**src/rtl/char_uart_tx_pkg.sv**
```systemverilog
// Shared types and constants for the character UART transmitter.
package char_uart_pkg;

    typedef enum logic [1:0] {
        IDLE,
        START,
        DATA,
        STOP
    } tx_state_t;

    localparam int unsigned DATA_BITS  = 8;
    localparam int unsigned FRAME_BITS = 10;
    localparam int unsigned DROP_CNT_W = 16;

endpackage

```
**src/rtl/char_uart_tx_if.sv**
```systemverilog
// Byte-stream source interface: one byte per clock while act is high, no backpressure.
interface char_uart_tx_if;
    import char_uart_pkg::*;

    logic [DATA_BITS-1:0] data;
    logic                 act;

    modport master (output data, output act);
    modport slave  (input  data, input  act);

endinterface

```
**src/rtl/char_uart_tx_byte_fifo.sv**
```systemverilog
// Single-clock byte FIFO with first-word-fall-through head; pushes while full are ignored.
module byte_fifo
    import char_uart_pkg::*;
#(
    parameter int unsigned FIFO_AW = 4
) (
    input  logic                 clk,
    input  logic                 rst,
    input  logic                 push,
    input  logic                 pop,
    input  logic [DATA_BITS-1:0] din,
    output logic [DATA_BITS-1:0] dout,
    output logic [FIFO_AW:0]     count,
    output logic                 full,
    output logic                 empty
);

    localparam int unsigned DEPTH = 2 ** FIFO_AW;

    logic [DATA_BITS-1:0] mem_q [DEPTH];
    logic [FIFO_AW-1:0]   wr_ptr_q, rd_ptr_q;
    logic [FIFO_AW:0]     count_q, count_d;
    logic                 push_ok, pop_ok;

    assign full    = (count_q == (FIFO_AW + 1)'(DEPTH));
    assign empty   = (count_q == '0);
    assign count   = count_q;
    assign dout    = mem_q[rd_ptr_q];
    // Full is judged on the pre-edge count, so a pop cannot make room for a same-cycle push.
    assign push_ok = push && !full;
    assign pop_ok  = pop && !empty;

    always_comb begin
        count_d = count_q;
        case ({push_ok, pop_ok})
            2'b10:   count_d = count_q + 1'b1;
            2'b01:   count_d = count_q - 1'b1;
            default: count_d = count_q;
        endcase
    end

    always_ff @(posedge clk or posedge rst) begin
        if (rst) begin
            wr_ptr_q <= '0;
            rd_ptr_q <= '0;
            count_q  <= '0;
        end else begin
            if (push_ok) wr_ptr_q <= wr_ptr_q + 1'b1;
            if (pop_ok)  rd_ptr_q <= rd_ptr_q + 1'b1;
            count_q <= count_d;
        end
    end

    always_ff @(posedge clk) begin
        if (push_ok) mem_q[wr_ptr_q] <= din;
    end

endmodule

```
**src/rtl/char_uart_tx.sv**
```systemverilog
// Queues source bytes in a FIFO and shifts them out as 8N1 UART frames; counts dropped bytes.
module char_uart_tx
    import char_uart_pkg::*;
#(
    parameter int unsigned CLKS_PER_BIT = 104,
    parameter int unsigned FIFO_AW      = 4
) (
    input  logic                  i_clock,
    input  logic                  i_reset,
    char_uart_tx_if.slave         src,
    output logic                  o_tx,
    output logic                  o_busy,
    output logic                  o_full,
    output logic                  o_overflow,
    output logic [DROP_CNT_W-1:0] o_drop_count
);

    localparam int unsigned TW = (CLKS_PER_BIT > 1) ? $clog2(CLKS_PER_BIT) : 1;
    localparam logic [TW-1:0] TIMER_LAST = TW'(CLKS_PER_BIT - 1);

    tx_state_t             state_q;
    logic [TW-1:0]         timer_q;
    logic [2:0]            bit_idx_q;
    logic [DATA_BITS-1:0]  shift_q;
    logic                  tx_q;
    logic                  ovf_q;
    logic [DROP_CNT_W-1:0] drop_cnt_q, drop_cnt_d;

    logic [DATA_BITS-1:0]  fifo_dout;
    logic [FIFO_AW:0]      fifo_count;
    logic                  fifo_full, fifo_empty;
    logic                  pop, drop, timer_last;

    assign pop        = (state_q == IDLE) && !fifo_empty;
    assign drop       = src.act && fifo_full;
    assign timer_last = (timer_q == TIMER_LAST);

    byte_fifo #(
        .FIFO_AW (FIFO_AW)
    ) u_fifo (
        .clk   (i_clock),
        .rst   (i_reset),
        .push  (src.act),
        .pop   (pop),
        .din   (src.data),
        .dout  (fifo_dout),
        .count (fifo_count),
        .full  (fifo_full),
        .empty (fifo_empty)
    );

    always_ff @(posedge i_clock or posedge i_reset) begin
        if (i_reset) begin
            state_q   <= IDLE;
            timer_q   <= '0;
            bit_idx_q <= '0;
            shift_q   <= '0;
            tx_q      <= 1'b1;
        end else begin
            case (state_q)
                IDLE: begin
                    tx_q <= 1'b1;
                    if (!fifo_empty) begin
                        shift_q <= fifo_dout;
                        timer_q <= '0;
                        tx_q    <= 1'b0;
                        state_q <= START;
                    end
                end
                START: begin
                    if (timer_last) begin
                        timer_q   <= '0;
                        bit_idx_q <= '0;
                        tx_q      <= shift_q[0];
                        state_q   <= DATA;
                    end else begin
                        timer_q <= timer_q + TW'(1);
                    end
                end
                DATA: begin
                    if (timer_last) begin
                        timer_q <= '0;
                        if (bit_idx_q == 3'(DATA_BITS - 1)) begin
                            tx_q    <= 1'b1;
                            state_q <= STOP;
                        end else begin
                            // tx is registered, so it takes the bit that becomes shift[0] after this edge.
                            shift_q   <= shift_q >> 1;
                            tx_q      <= shift_q[1];
                            bit_idx_q <= bit_idx_q + 3'd1;
                        end
                    end else begin
                        timer_q <= timer_q + TW'(1);
                    end
                end
                STOP: begin
                    tx_q <= 1'b1;
                    if (timer_last) begin
                        timer_q <= '0;
                        state_q <= IDLE;
                    end else begin
                        timer_q <= timer_q + TW'(1);
                    end
                end
                default: begin
                    tx_q    <= 1'b1;
                    state_q <= IDLE;
                end
            endcase
        end
    end

    always_comb begin
        drop_cnt_d = drop_cnt_q;
        if (drop && (drop_cnt_q != '1)) drop_cnt_d = drop_cnt_q + 1'b1;
    end

    always_ff @(posedge i_clock or posedge i_reset) begin
        if (i_reset) begin
            ovf_q      <= 1'b0;
            drop_cnt_q <= '0;
        end else begin
            if (drop) ovf_q <= 1'b1;
            drop_cnt_q <= drop_cnt_d;
        end
    end

    assign o_tx         = tx_q;
    assign o_busy       = (state_q != IDLE) || (fifo_count != '0);
    assign o_full       = fifo_full;
    assign o_overflow   = ovf_q;
    assign o_drop_count = drop_cnt_q;

endmodule
```
**src/flat_wrapper.sv**
```systemverilog
// flat-port wrapper written by rule: the top's interface ports become plain ports
module char_uart_tx_flat import char_uart_pkg::*;
#(
    parameter int unsigned CLKS_PER_BIT = 104,
    parameter int unsigned FIFO_AW      = 4
)
  (i_clock, i_reset, o_tx, o_busy, o_full, o_overflow, o_drop_count, src_data, src_act);
  char_uart_tx_if src_i ();
  input  logic i_clock;
  input  logic i_reset;
  output logic o_tx;
  output logic o_busy;
  output logic o_full;
  output logic o_overflow;
  output logic [DROP_CNT_W-1:0] o_drop_count;
  input wire logic [$bits(src_i.data)-1:0] src_data;
  input wire logic [$bits(src_i.act)-1:0] src_act;
  assign src_i.data = src_data;
  assign src_i.act = src_act;
  char_uart_tx #(.CLKS_PER_BIT(CLKS_PER_BIT), .FIFO_AW(FIFO_AW)) u_core (.i_clock(i_clock), .i_reset(i_reset), .src(src_i), .o_tx(o_tx), .o_busy(o_busy), .o_full(o_full), .o_overflow(o_overflow), .o_drop_count(o_drop_count));
endmodule
```
**config.mk**
```make
export PLATFORM = sky130hd
export DESIGN_NAME = char_uart_tx_flat
export DESIGN_NICKNAME = d
export VERILOG_FILES = /design/src/rtl/char_uart_tx_pkg.sv /design/src/rtl/char_uart_tx_if.sv /design/src/rtl/char_uart_tx_byte_fifo.sv /design/src/rtl/char_uart_tx.sv /design/src/flat_wrapper.sv
export SDC_FILE = /design/constraint.sdc
export NUM_CORES = 1
export LEC_CHECK = 0
export CAP_MARGIN = 10
export CORE_MARGIN = 4
export CORE_UTILIZATION = 50
export DETAILED_ROUTE_END_ITERATION = 6
export PLACE_DENSITY = 0.78
export SLEW_MARGIN = 30
export SYNTH_ARGS = -nofsm -noshare
export SYNTH_HDL_FRONTEND = slang
export SYNTH_SLANG_ARGS = --single-unit
export TNS_END_PERCENT = 100
```
**constraint.sdc**
```tcl
create_clock -name i_clock -period 3.6 [get_ports i_clock]
set_input_delay 0.36 -clock i_clock [delete_from_list [all_inputs] [get_ports i_clock]]
set_output_delay 0.36 -clock i_clock [all_outputs]
set_load 0.01 [all_outputs]
```
==> qor.yml <==
logic_synthesis:
  synthesis.yosys.warnings: 0
  synthMostInstantiatedCell: "edfxtp_1"
  synth.top_cells.by_count: "edfxtp_1 (128), dfrtp_1 (50), nand2_1 (37), mux2i_1 (30), nor2_1 (26)"
  synth_area_um2: 7680
  synth.top_cells.by_area: "edfxtp_1 (50%), dfrtp_1 (16%), mux4_2 (5.3%)"
  postSynthNetCount: 542
  netlist_instances: 513
  synth.top_cell.area_share_pct: 50.1
  synth_top_flop_cell: "edfxtp_1"
  ys_sh_mux_pct: 9.78
  ys_area_um2: 7680
  ys_top_logic_family: "multiplexers"
  count_of_distinct_cell_types_in_the_synthesized_netlist: 51
  synthDominantAreaCellType: "edfxtp_1"
  asyncSetResetFlopFracSynth_pct: 28.5
  enable_flop_cells: 128
  numSynthFlops: 179
  synth.avg_cell_area_um2: 15.0
  post_synth_ao_oa_area_fraction_pct: 7.60
  synth-simple-area-share_pct: 7.69
cts:
  clk_transition_reported_paths_ns: 0.07
  cts-resized-gates: 0
  hold_buffers: 0
  htree_levels: 4
grt:
  wire_length_of_the_first_global_routing_pass_um: 24400
  antenna_found_initial: 0
  global_route.peak_usage_layer: "met2"
  grt_overflow_total: 0
  grt.met2_usage_pct: 30.1
  globalRouteTotalUtil_pct: 18.5
final_timing:
  setup_tns_ns: 0
  min_period_over_period_pct: 84.3
  final-setup-viol-count: 0
  final_tally_of_hold_violations: 0
  unrepaired_setup_endpoints_after_global_routing: "false"
  fin_crit_ns: 3.03
cells_and_area:
  sequential_cell_total: 179
  diodes: 0
  clock_buffer_cells: 17
  logic_gates: 299
  nFillCells: 1167
  non_clock_inverter_count: 13
  syn_to_final_growth_pct: 14.0
  postLayoutCoreUtil_pct: 57.8
  area_dominant_class: "flip-flops and latches"
  logic_area_um2: 2390
  nNonClkBuffers: 37
  sequential_cell_area_um2: 5120
setup_path:
  rr_startpoint: "u_core.u_fifo.count[1]"
  r2r-end: "u_core.u_fifo.count[4]"
  worst-r2r-setup-slack_ns: 0.57
  cp-end-kind: "flip-flop"
  crit_fanout: 9
  worst_setup_path_start_kind: "flip-flop"
  crit_start: "u_core.u_fifo.count[1]"
  cp_data_required_time_ns: 3.96
  reg2reg_depth: 12
  setup.worst_path.end: "u_core.u_fifo.count[4]"
status:
  result_of_the_run: "finished clean"
floorplan:
  num_tap_cells: 188
  initial_core_util_pct: 50.7
  floorplan.die_area_um2: 17400
  number_of_placed_i_o_pins: 31
  die_w_um: 132
power:
  p_comb_share_pct: 30.6
  power_report.internal_total_uw: 4450
  swShare_pct: 33.8
  leakage_uw: 0.00320
  peakVddDrop_uv: 447
drt:
  met2_length_um: 7540
  post_drt_wl_per_cell_um: 20.3
  route.layer.met1.wl_um: 6570
  highest_layer: "met4"
  drcViolationCount: 0
  route.detailed.vias_per_inst: 5.87
  dr_total_vias: 4391
min_path:
  hold_removal_path_class: "in2async"
placed_design:
  post-place-ws_ns: 0.585
  dp.final_hpwl_um: 9750
[cell usage in the layout (no fill, tap or decap), types with 6 or more instances in the layout]
master             n
a21oi_1           12
a22o_1             6
a22oi_1           16
and3_1             6
buf_4              7
clkbuf_16         17
clkdlybuf4s50_1   30
dfrtp_1           50
edfxtp_1         128
ha_1              18
inv_1             12
mux2i_1           30
mux4_2            18
nand2_1           37
nand3_1           12
nor2_1            26
nor3_1             6
o21a_1             6
o21ai_0           19
o22ai_1            7
xnor2_1           15
xor2_1            13
[worst max-delay path, cell delays in order (launching register included)]
cell	delay [ns]
dfrtp_1	0.48
nor4_4	0.41
nand2_1	0.11
and2_1	0.30
inv_1	0.14
ha_1	0.33
xor2_1	0.12
ha_1	0.23
inv_1	0.07
o21ai_0	0.07
a21o_1	0.18
a221oi_1	0.34
xor2_1	0.17
[through the flow]
stage / total power [uW] / std cells / hold slack, ns / instance area [um^2]
finish: 6720 / 748 / 0.372 / 8750
global placement: 4800 / 716 / 0.448 / 8150
CTS: 6770 / 748 / 0.388 / 8750
floorplan: 4370 / 513 / 0.459 / 7680
detailed placement: 4910 / 716 / 0.456 / 8160
global route: 7100 / 748 / 0.422 / 8750
[power groups by stage]
stage	logic, uW	clock network, uW	registers, uW
after global routing	2250	1970	2870
after detailed placement	2050	0	2870
final	2050	1840	2830
after global placement	1960	0	2840
after floorplan	1620	0	2750
after CTS	2070	1880	2830
[flip-flops by register name, indices dropped and copies added, names as in the netlist, 3 cells and up]
name                    cells
u_core.bit_idx_q            3
u_core.o_drop_count        16
u_core.shift_q              8
u_core.timer_q              7
u_core.u_fifo.count         5
u_core.u_fifo.mem_q       128
u_core.u_fifo.rd_ptr_q      4
u_core.u_fifo.wr_ptr_q      4
Fig. 1: metal 1
Drawn at 3 px/um. Supply wires on this layer in grey.
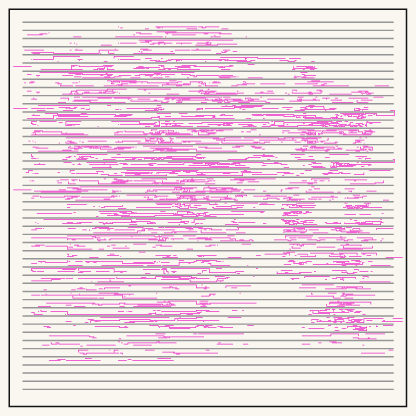
wire length on this layer: 6570 um
main direction: horizontal

Fig. 2: congestion heat map
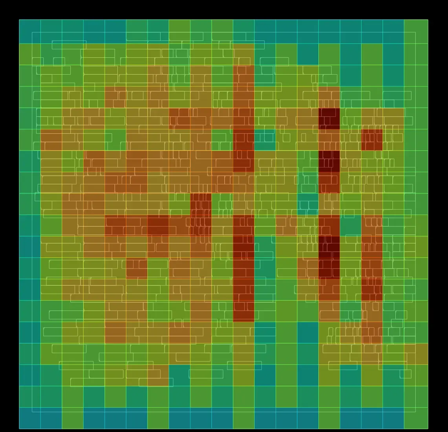
met3 Usage GRT: 4.92%
met1 demand-to-capacity share in global routing: 24.0%

Fig. 3: a small window of the routed layout
Window x 51 to 81, y 77 to 107 um. Cells in grey, sequential cells in the stronger grey; small squares are vias.
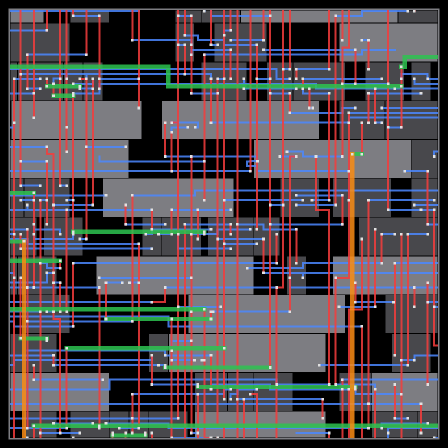
| colour | layer |
|---|---|
| orange | metal 4 |
| blue | metal 1 |
| red | metal 2 |
| green | metal 3 |
most frequent: dfrtp_1 (7), nand2_1 (6), edfxtp_1 (6)
netlist names of flops here include: u_core.u_fifo.mem_q (6), u_core.shift_q (5)
cells with their middle in the window: 53
sequential cells in the window: 13

Fig. 4: wiring by layer
Drawn at 3 px/um. Two of the layers only.
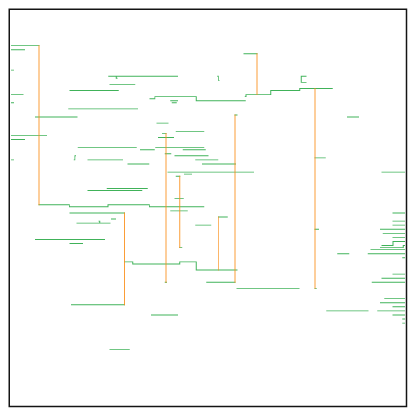
| colour | layer | wire length |
|---|---|---|
| orange | metal 4 | 311 um |
| green | metal 3 | 781 um |

Fig. 5: selected gate families
Drawn at 4 px/um.
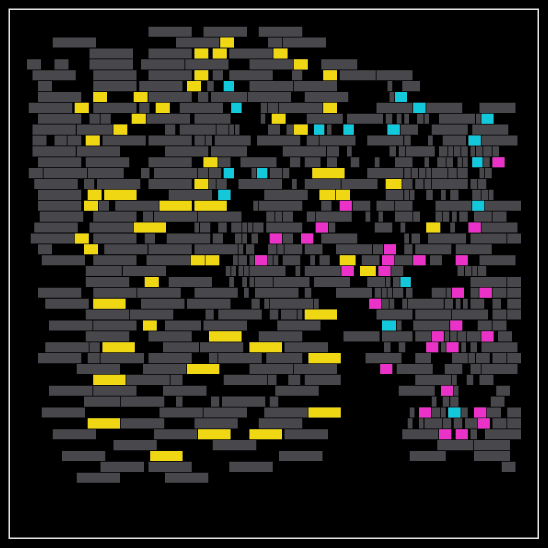
| colour | family | cells |
|---|---|---|
| yellow | mux cells | 52 |
| cyan | non-inverting ao/oa cells | 17 |
| magenta | xor and xnor cells | 28 |
multi-input combinational area share: 27.4%
Finished Layout Cells: 748
most instantiated logic cell after routing: edfxtp_1

No activity file was given, so power comes from the tool's default toggle rates.
